`src/rtl/lsu_pkg.sv`:
```
// Shared types and constants for the ic0 load/store initiator.
// Optional build macro LSU_RMW_EN is consumed by lsu_ic0_mst.
package lsu_pkg;

    localparam int unsigned ADDR_W = 32;
    localparam int unsigned DATA_W = 32;
    localparam logic [15:0] DMEM_HI_DEFAULT = 16'h0000;

    typedef enum logic [1:0] {
        SZ_B = 2'd0,
        SZ_H = 2'd1,
        SZ_W = 2'd2
    } size_e;

    typedef enum logic [2:0] {
        IDLE,
        RD_ADDR,
        RD_DATA,
        WR,
        RESP
    } state_e;

    function automatic logic [ADDR_W-1:0] word_align(input logic [ADDR_W-1:0] a);
        return {a[ADDR_W-1:2], 2'b00};
    endfunction

endpackage

```
`src/rtl/lsu_ic0_mst_if.sv`:
```
// ic0 data-bus signal bundle: master drives read/write strobes, slave returns read decode and data.
interface lsu_ic0_mst_if;
    import lsu_pkg::*;

    logic              ic0_c_axi_mst_rd_valid;
    logic [ADDR_W-1:0] ic0_axi_mst_rd_addr;
    logic              ic0_c_axi_slv_rd_ready;
    logic [DATA_W-1:0] ic0_axi_slv_rd_data;
    logic              ic0_c_axi_mst_wr_valid;
    logic [ADDR_W-1:0] ic0_axi_mst_wr_addr;
    logic [DATA_W-1:0] ic0_axi_mst_wr_data;

    modport mst (
        output ic0_c_axi_mst_rd_valid, ic0_axi_mst_rd_addr,
        input  ic0_c_axi_slv_rd_ready, ic0_axi_slv_rd_data,
        output ic0_c_axi_mst_wr_valid, ic0_axi_mst_wr_addr, ic0_axi_mst_wr_data
    );

    modport slv (
        input  ic0_c_axi_mst_rd_valid, ic0_axi_mst_rd_addr,
        output ic0_c_axi_slv_rd_ready, ic0_axi_slv_rd_data,
        input  ic0_c_axi_mst_wr_valid, ic0_axi_mst_wr_addr, ic0_axi_mst_wr_data
    );

endinterface

```
`src/rtl/lsu_lane_align.sv`:
```
// Combinational lane logic: extract+extend a load lane, or merge a store lane into a read word.
module lsu_lane_align
    import lsu_pkg::*;
(
    input  logic [DATA_W-1:0] word_i,
    input  logic [1:0]        addr_lo_i,
    input  logic [1:0]        size_i,
    input  logic              unsigned_i,
    input  logic [DATA_W-1:0] wdata_i,
    output logic [DATA_W-1:0] load_o,
    output logic [DATA_W-1:0] merge_o
);

    logic [7:0]  byte_c;
    logic [15:0] half_c;

    always_comb begin
        byte_c  = word_i[7:0];
        half_c  = addr_lo_i[1] ? word_i[31:16] : word_i[15:0];
        load_o  = word_i;
        merge_o = wdata_i;

        unique case (addr_lo_i)
            2'd0: byte_c = word_i[7:0];
            2'd1: byte_c = word_i[15:8];
            2'd2: byte_c = word_i[23:16];
            2'd3: byte_c = word_i[31:24];
        endcase

        if (size_i == 2'(SZ_B)) begin
            load_o  = {{24{~unsigned_i & byte_c[7]}}, byte_c};
            merge_o = word_i;
            unique case (addr_lo_i)
                2'd0: merge_o[7:0]   = wdata_i[7:0];
                2'd1: merge_o[15:8]  = wdata_i[7:0];
                2'd2: merge_o[23:16] = wdata_i[7:0];
                2'd3: merge_o[31:24] = wdata_i[7:0];
            endcase
        end else if (size_i == 2'(SZ_H)) begin
            load_o  = {{16{~unsigned_i & half_c[15]}}, half_c};
            merge_o = word_i;
            if (addr_lo_i[1]) merge_o[31:16] = wdata_i[15:0];
            else              merge_o[15:0]  = wdata_i[15:0];
        end
    end

endmodule

```
`src/rtl/lsu_ic0_mst.sv`:
```
// Load/store initiator for the ic0 word memory; sub-word stores are read-modify-write.
// Define LSU_RMW_EN to enable sub-word stores; otherwise they are rejected with an error.
module lsu_ic0_mst
    import lsu_pkg::*;
#(
    parameter logic [15:0] DMEM_HI = DMEM_HI_DEFAULT
) (
    input  logic              clk,
    input  logic              reset,
    input  logic              req_valid,
    output logic              req_ready,
    input  logic              req_we,
    input  logic [1:0]        req_size,
    input  logic              req_unsigned,
    input  logic [ADDR_W-1:0] req_addr,
    input  logic [DATA_W-1:0] req_wdata,
    output logic              rsp_valid,
    output logic [DATA_W-1:0] rsp_rdata,
    output logic              rsp_err,
    lsu_ic0_mst_if.mst        ic0
);

    state_e            state_q;
    logic              we_q, uns_q;
    logic [1:0]        size_q;
    logic [ADDR_W-1:0] addr_q;
    logic [DATA_W-1:0] wdata_q;

    logic              req_ready_q, rsp_valid_q, rsp_err_q;
    logic [DATA_W-1:0] rsp_rdata_q;
    logic              rd_valid_q, wr_valid_q;
    logic [ADDR_W-1:0] rd_addr_q, wr_addr_q;
    logic [DATA_W-1:0] wr_data_q;

    logic [DATA_W-1:0] load_data, merge_data;
    logic              acc_err_c;

    // Request checks evaluated on the raw inputs in the accept cycle.
    always_comb begin
        acc_err_c = (req_size == 2'd3)
                 || ((req_size == 2'(SZ_H)) && req_addr[0])
                 || ((req_size == 2'(SZ_W)) && (req_addr[1:0] != 2'b00))
                 || (req_we && (req_addr[31:16] != DMEM_HI));
`ifndef LSU_RMW_EN
        if (req_we && (req_size != 2'(SZ_W))) acc_err_c = 1'b1;
`endif
    end

    lsu_lane_align u_align (
        .word_i     (ic0.ic0_axi_slv_rd_data),
        .addr_lo_i  (addr_q[1:0]),
        .size_i     (size_q),
        .unsigned_i (uns_q),
        .wdata_i    (wdata_q),
        .load_o     (load_data),
        .merge_o    (merge_data)
    );

    always_ff @(posedge clk) begin
        if (reset) begin
            state_q     <= IDLE;
            we_q        <= 1'b0;
            uns_q       <= 1'b0;
            size_q      <= 2'd0;
            addr_q      <= '0;
            wdata_q     <= '0;
            req_ready_q <= 1'b1;
            rsp_valid_q <= 1'b0;
            rsp_err_q   <= 1'b0;
            rsp_rdata_q <= '0;
            rd_valid_q  <= 1'b0;
            wr_valid_q  <= 1'b0;
            rd_addr_q   <= '0;
            wr_addr_q   <= '0;
            wr_data_q   <= '0;
        end else begin
            unique case (state_q)
                IDLE: begin
                    if (req_valid && req_ready_q) begin
                        req_ready_q <= 1'b0;
                        we_q        <= req_we;
                        size_q      <= req_size;
                        uns_q       <= req_unsigned;
                        addr_q      <= req_addr;
                        wdata_q     <= req_wdata;
                        if (acc_err_c) begin
                            state_q     <= RESP;
                            rsp_valid_q <= 1'b1;
                            rsp_err_q   <= 1'b1;
                            rsp_rdata_q <= '0;
                        end else if (req_we && (req_size == 2'(SZ_W))) begin
                            state_q    <= WR;
                            wr_valid_q <= 1'b1;
                            wr_addr_q  <= word_align(req_addr);
                            wr_data_q  <= req_wdata;
                        end else begin
                            state_q    <= RD_ADDR;
                            rd_valid_q <= 1'b1;
                            rd_addr_q  <= word_align(req_addr);
                        end
                    end
                end
                RD_ADDR: begin
                    rd_valid_q <= 1'b0;
                    if (ic0.ic0_c_axi_slv_rd_ready) begin
                        state_q <= RD_DATA;
                    end else begin
                        state_q     <= RESP;
                        rsp_valid_q <= 1'b1;
                        rsp_err_q   <= 1'b1;
                        rsp_rdata_q <= '0;
                    end
                end
                // Read data arrives this cycle: finish a load or build the merged store word.
                RD_DATA: begin
                    if (we_q) begin
                        state_q    <= WR;
                        wr_valid_q <= 1'b1;
                        wr_addr_q  <= word_align(addr_q);
                        wr_data_q  <= merge_data;
                    end else begin
                        state_q     <= RESP;
                        rsp_valid_q <= 1'b1;
                        rsp_err_q   <= 1'b0;
                        rsp_rdata_q <= load_data;
                    end
                end
                WR: begin
                    wr_valid_q  <= 1'b0;
                    state_q     <= RESP;
                    rsp_valid_q <= 1'b1;
                    rsp_err_q   <= 1'b0;
                    rsp_rdata_q <= '0;
                end
                RESP: begin
                    rsp_valid_q <= 1'b0;
                    rsp_err_q   <= 1'b0;
                    rsp_rdata_q <= '0;
                    req_ready_q <= 1'b1;
                    state_q     <= IDLE;
                end
                default: state_q <= IDLE;
            endcase
        end
    end

    assign req_ready = req_ready_q;
    assign rsp_valid = rsp_valid_q;
    assign rsp_rdata = rsp_rdata_q;
    assign rsp_err   = rsp_err_q;

    assign ic0.ic0_c_axi_mst_rd_valid = rd_valid_q;
    assign ic0.ic0_axi_mst_rd_addr    = rd_addr_q;
    assign ic0.ic0_c_axi_mst_wr_valid = wr_valid_q;
    assign ic0.ic0_axi_mst_wr_addr    = wr_addr_q;
    assign ic0.ic0_axi_mst_wr_data    = wr_data_q;

endmodule

```
`src/flat_wrapper.sv`:
```
// flat-port wrapper written by rule: the top's interface ports become plain ports
module lsu_ic0_mst_flat import lsu_pkg::*;
#(
    parameter logic [15:0] DMEM_HI = DMEM_HI_DEFAULT
)
  (clk, reset, req_valid, req_ready, req_we, req_size, req_unsigned, req_addr, req_wdata, rsp_valid, rsp_rdata, rsp_err, ic0_ic0_c_axi_mst_rd_valid, ic0_ic0_axi_mst_rd_addr, ic0_ic0_c_axi_slv_rd_ready, ic0_ic0_axi_slv_rd_data, ic0_ic0_c_axi_mst_wr_valid, ic0_ic0_axi_mst_wr_addr, ic0_ic0_axi_mst_wr_data);
  lsu_ic0_mst_if ic0_i ();
  input  logic clk;
  input  logic reset;
  input  logic req_valid;
  output logic req_ready;
  input  logic req_we;
  input  logic [1:0] req_size;
  input  logic req_unsigned;
  input  logic [ADDR_W-1:0] req_addr;
  input  logic [DATA_W-1:0] req_wdata;
  output logic rsp_valid;
  output logic [DATA_W-1:0] rsp_rdata;
  output logic rsp_err;
  output wire logic [$bits(ic0_i.ic0_c_axi_mst_rd_valid)-1:0] ic0_ic0_c_axi_mst_rd_valid;
  output wire logic [$bits(ic0_i.ic0_axi_mst_rd_addr)-1:0] ic0_ic0_axi_mst_rd_addr;
  input wire logic [$bits(ic0_i.ic0_c_axi_slv_rd_ready)-1:0] ic0_ic0_c_axi_slv_rd_ready;
  input wire logic [$bits(ic0_i.ic0_axi_slv_rd_data)-1:0] ic0_ic0_axi_slv_rd_data;
  output wire logic [$bits(ic0_i.ic0_c_axi_mst_wr_valid)-1:0] ic0_ic0_c_axi_mst_wr_valid;
  output wire logic [$bits(ic0_i.ic0_axi_mst_wr_addr)-1:0] ic0_ic0_axi_mst_wr_addr;
  output wire logic [$bits(ic0_i.ic0_axi_mst_wr_data)-1:0] ic0_ic0_axi_mst_wr_data;
  assign ic0_ic0_c_axi_mst_rd_valid = ic0_i.ic0_c_axi_mst_rd_valid;
  assign ic0_ic0_axi_mst_rd_addr = ic0_i.ic0_axi_mst_rd_addr;
  assign ic0_i.ic0_c_axi_slv_rd_ready = ic0_ic0_c_axi_slv_rd_ready;
  assign ic0_i.ic0_axi_slv_rd_data = ic0_ic0_axi_slv_rd_data;
  assign ic0_ic0_c_axi_mst_wr_valid = ic0_i.ic0_c_axi_mst_wr_valid;
  assign ic0_ic0_axi_mst_wr_addr = ic0_i.ic0_axi_mst_wr_addr;
  assign ic0_ic0_axi_mst_wr_data = ic0_i.ic0_axi_mst_wr_data;
  lsu_ic0_mst #(.DMEM_HI(DMEM_HI)) u_core (.clk(clk), .reset(reset), .req_valid(req_valid), .req_ready(req_ready), .req_we(req_we), .req_size(req_size), .req_unsigned(req_unsigned), .req_addr(req_addr), .req_wdata(req_wdata), .rsp_valid(rsp_valid), .rsp_rdata(rsp_rdata), .rsp_err(rsp_err), .ic0(ic0_i));
endmodule
```
`config.mk`:
```
export PLATFORM = sky130hd
export DESIGN_NAME = lsu_ic0_mst_flat
export DESIGN_NICKNAME = d
export VERILOG_FILES = /design/src/rtl/lsu_pkg.sv /design/src/rtl/lsu_ic0_mst_if.sv /design/src/rtl/lsu_lane_align.sv /design/src/rtl/lsu_ic0_mst.sv /design/src/flat_wrapper.sv
export SDC_FILE = /design/constraint.sdc
export NUM_CORES = 1
export LEC_CHECK = 0
export CAP_MARGIN = 20
export CORE_AREA = 2 2 144 146
export DETAILED_ROUTE_END_ITERATION = 8
export DIE_AREA = 0 0 146 148
export MAX_ROUTING_LAYER = met4
export PLACE_DENSITY_LB_ADDON = 0.2
export SETUP_SLACK_MARGIN = 0.2
export SLEW_MARGIN = 20
export SYNTH_ARGS = -nofsm -noshare
export SYNTH_HDL_FRONTEND = slang
export SYNTH_HIERARCHICAL = 1
export SYNTH_SLANG_ARGS = --single-unit
```
`constraint.sdc`:
```
create_clock -name clk -period 3.1 [get_ports clk]
set_input_delay 0.62 -clock clk [delete_from_list [all_inputs] [get_ports clk]]
set_output_delay 0.62 -clock clk [all_outputs]
set_load 0.03 [all_outputs]
```
==> run summary <==
Status of the implementation.

- The flow ran to the end, and the final reports show no timing, DRC or antenna violations.
- The power report lists the clock group at 0.00236 W.
- The data arrival time of the critical path is 2.91 ns, for reference.
- At the floorplan stage, the core utilization is reported as 49.5%.
- The worst endpoint required time is 3.46 ns, for reference.
- CTS placed an instance of clkbuf_16 at the clock tree root.
- The clock tree from TritonCTS is yes, for reference.
- Summed over all combinational cells, the power is 0.000944 W.
- Leaving out buffers and inverters, the combinational logic in the layout accounts for 0.00528 sq mm.
- The wire length per cell is 20.1 um, for reference.
- The wire length of the first global-routing pass is 52200 um, for reference.
- Per report_power, the sequential group accounts for 45.1% of the total.
- The layout has 1783 filler cells.
- The total non-filler cell area in the finished layout is 0.0130 sq mm, for reference.
- The number of global-route vias before repair is 9417, for reference.
- The cell type of the slowest stage on the worst timing path is or2_2, for reference.
- The placement report lists the number of port buffers as 232.
- The depth of the worst hold-timing path is 2, for reference.
- For this run, the number of standard cells in the final layout without fillers is 1680.
- The area growth from synthesis to layout is 30.6%, for reference.
- Per the timing report, the achievable frequency comes out to 391 MHz.
- The clock transition at the register clock pins on the worst setup and hold paths after CTS is 0.09 ns, for reference.
- The period utilization is 82.4%, for reference.
- Looking at the clock tree report, the H-tree level count equals 4.
- The clock passes through at most 2 buffers.
- The clock skew is 0.0127 ns, for reference.
- In this run the horizontal extent of the chip is 146 um.
- The number of cell instances after yosys synthesis is 1234, for reference.
- The worst setup path is of the reg -> reg kind.
- The power report lists cell-internal power as 0.00422 W.
- The most used flip-flop cell is dfxtp_1, for reference.
- The post-placement worst setup slack is 0.256 ns, for reference.
- Yosys mapped a number of flops with a built-in enable equal to 0.
- The number of cells upsized or downsized after cts is 0, for reference.
- The end-of-flow core utilization is 64.7%, for reference.
- On the worst path, the slowest cell contributes a delay of 0.75 ns.
- Detailed placement ended at an HPWL of 23100 um.
- The hold-critical path endpoint is u_core/ic0.ic0_axi_mst_rd_addr[18]$_SDFFE_PP0P_, for reference.
- The final hold violation count is 0, for reference.
- The area of all sequential standard cells is 0.00401 sq mm, for reference.
- For reference, the mux area share after synthesis is 3.94%.
- The layout summary lists the proportion of cells stronger than drive strength 1 as 9.37%.
- Per the slew report, the remaining headroom to the max-slew limit stands at 40.9%.
- The analysis attributes to cell leakage a power of 4.68 nW.
- The worst-case vdd ir drop is 0.000398 V, for reference.
- The smallest clock period supported by the final layout is computed as 2.56 ns.
- In this run the cell area of the synthesized design comes to 0.00993 sq mm.
- The largest part of the power goes to sequential cells.
- Including well taps, the total number of placed cells is 1647.
- Detailed-route iteration 0 reported a violation count of 894.
- The synthesized netlist devotes 0% of its cell area to XOR and XNOR gates.
- The max capacitance violation total is 0, for reference.
- STA classifies the critical path endpoint as a flop.
- Walking the worst path, the cells encountered are or2_1 > or2_2 > buf_4 > o32ai_1 > nor3_1.
- According to the hold report, the worst path is of the reg -> reg type.
- The TritonCTS buffer count is 17, for reference.
- Synthesis instantiated 64 different standard cells from the library.
- Yosys reported a register bit count of 200.
- The final setup violation count is 0, for reference.
- Total global-route track usage over all layers is 30.9%.
- The sequential cell power is 0.00272 W, for reference.
- The global route stage reports its total congestion overflow as 0.
- The most common cell in the netlist is nand2_1, for reference.
- A synthesized cell averages 8.05 sq um.
- The cell count after synthesis came out at 1234.
- The share of async-settable or async-resettable flops after synthesis is 0%, for reference.
- The power density over cell area is 464 mW/mm^2, for reference.
- The total length of routed wires is 33700 um, for reference.
- The I/O pin total is 237, for reference.
- STA lists the startpoint of the worst hold path as u_core/ic0.ic0_axi_mst_rd_addr[18]$_SDFFE_PP0P_.
- Entering global routing, the biggest net connects 111 pins.
- Across all stage logs, warnings added up to 28.
- The post-synthesis share of cell area spent on and-or and or-and gates is 19.5%, for reference.
- The total die size is 0.0216 sq mm, for reference.
- The post-route total power is 0.00602 W, for reference.
- The clock latency at the later pin of the worst-skew pair is 0.44 ns, for reference.
- Summing the areas of all and, or, nand and nor instances in the mapped netlist gives 29.1% of the synthesized area.
- The register-to-register path setup slack is 0.54 ns, for reference.
- The count of buffers added by post-CTS timing repair for setup is 0, for reference.
- The core region is 0.0200 sq mm.
- TritonCTS reports the number of clock sinks as 200.
- Yosys attributes the largest share of cell area to dfxtp_1 (40%), nand2_1 (8.8%), a21oi_1 (7.0%).
- The reported net switching power is 0.00180 W, for reference.
- The final max-slew violation count recorded for this run is 0.
- Across all layers, the routed design uses 10228 vias.
- The die span in y is 148 um, for reference.
- Yosys reports that the leading cell type by area covers 40.3% of the netlist area.
- Looking at the critical path, the highest net fanout was 38.
- The critical path in the final layout is reported with a setup slack of 0.544 ns.
- The clock group share of total power is 39.2%, for reference.
- The tightest hold path in the finished design has a slack of 0.452 ns.
- The count of nets left with antenna violations once routing finished came out at 0.
- The capture instance of the worst register-to-register path is u_core/ic0.ic0_axi_mst_wr_data[3]$_SDFFE_PP0P_, for reference.
- The actual slew at the worst max-slew pin is 0.887 ns, for reference.
- Per the synthesis report, the adder-cell share of the synthesized area is 0%.
- Setup repair after global routing left no endpoint under its margin.
- The commonest cells after synthesis are nand2_1 (232), dfxtp_1 (200), a21oi_1 (138), nor3_1 (113), clkbuf_1 (88).
- The startpoint of the most critical register-to-register path is u_core/state_q[0]$_SDFFE_PP0P_, for reference.
- The post-route DRC violation count is 0, for reference.
- Sequential cells were found to cover 40.3% of the synthesized design area.
placed cells by master (no fill, tap or decap), drive strengths merged, types with 34 or more instances in the layout:
cell type and instances:
a21oi 139, a221oi 38, and3 34, buf 37
clkdlybuf4s50 231, dfxtp 200, nand2 233, nand3 46
nor2 34, nor2b 34, nor3 114, o32ai 45
metal layers:
layer  global-route usage (%)  share of wire (%)  vias to the layer above
li1                         -                  -                     4782
met1                     39.7                 42                     4926
met2                     49.1                 47                      462
met3                     6.91                8.4                       58
met4                     8.98                2.4                        0
met5                        -                  0                        -
final cells by class:
cell class	instances	share of cell area, %
Clock inverter	14	1.48
Timing Repair Buffer	268	20.4
Inverter	18	0.521
Tap cell	270	2.61
Clock buffer	18	3.39
Antenna cell	1	0.0193
Sequential cell	200	30.9
Multi-Input combinational cell	891	40.7
critical path, delay by kind of cell, from the launching register on:
family / cells / cell delay (ns)
flops: 1 / 0.53
compound gates: 1 / 0.14
buf+inv: 1 / 0.43
simple gates: 3 / 1.33
worst max path at each step:
stage / from / endpoint / cells past startpoint
finish: u_core/state_q[0]$_SDFFE_PP0P_ / u_core/ic0.ic0_axi_mst_wr_data[3]$_SDFFE_PP0P_ / 5
global route: u_core/state_q[0]$_SDFFE_PP0P_ / u_core/ic0.ic0_axi_mst_wr_data[24]$_SDFFE_PP0P_ / 5
CTS: u_core/state_q[0]$_SDFFE_PP0P_ / u_core/ic0.ic0_axi_mst_wr_data[3]$_SDFFE_PP0P_ / 5
detailed placement: req_addr[19] / u_core/ic0.ic0_axi_mst_wr_addr[24]$_SDFFE_PP0P_ / 9
global placement: req_addr[27] / u_core/ic0.ic0_axi_mst_wr_data[17]$_SDFFE_PP0P_ / 7
floorplan: req_addr[19] / u_core/ic0.ic0_axi_mst_wr_data[30]$_SDFFE_PP0P_ / 6
### Floorplan with the power grid

Bar = 50 um. Pins as bars on the die edge. Tap cells in gray.
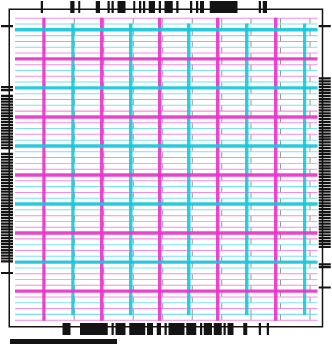
color	net
magenta	VSS
cyan	VDD
rows	52
met5 straps	10

### Cells colored by class

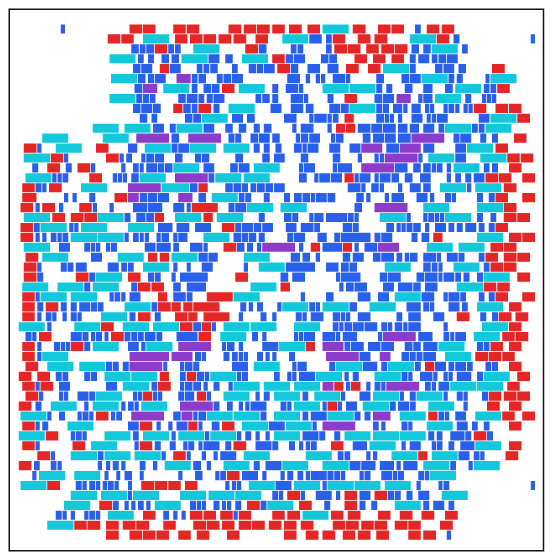
color	class	cells
purple	clock drivers and dummy loads	32
red	remaining buffers and delay cells	268
blue	remaining logic cells	909
cyan	registers	200

### Routed clock nets over the placement

Bar = 50 um.
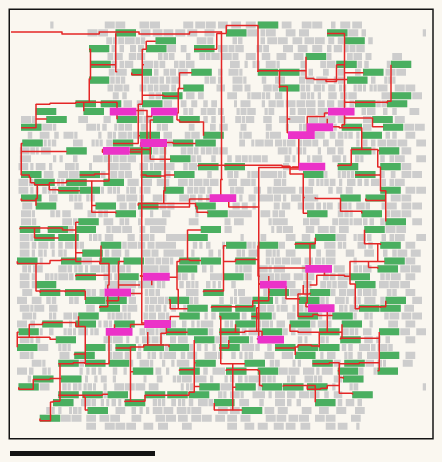
[magenta] clock-net drivers | count: 17
[red] clock wires | length: 2340 um
[green] flip-flops | count: 200
flops lie	spread over the die
routed clock nets	18

### Signal wires by layer

Bar = 50 um. Only two layers are drawn.
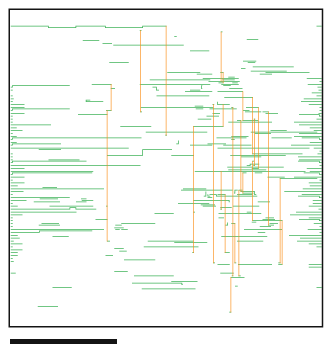
color	layer	wire length
green	M3	2840 um
orange	M4	807 um

No activity file was given, so power comes from the tool's default toggle rates.
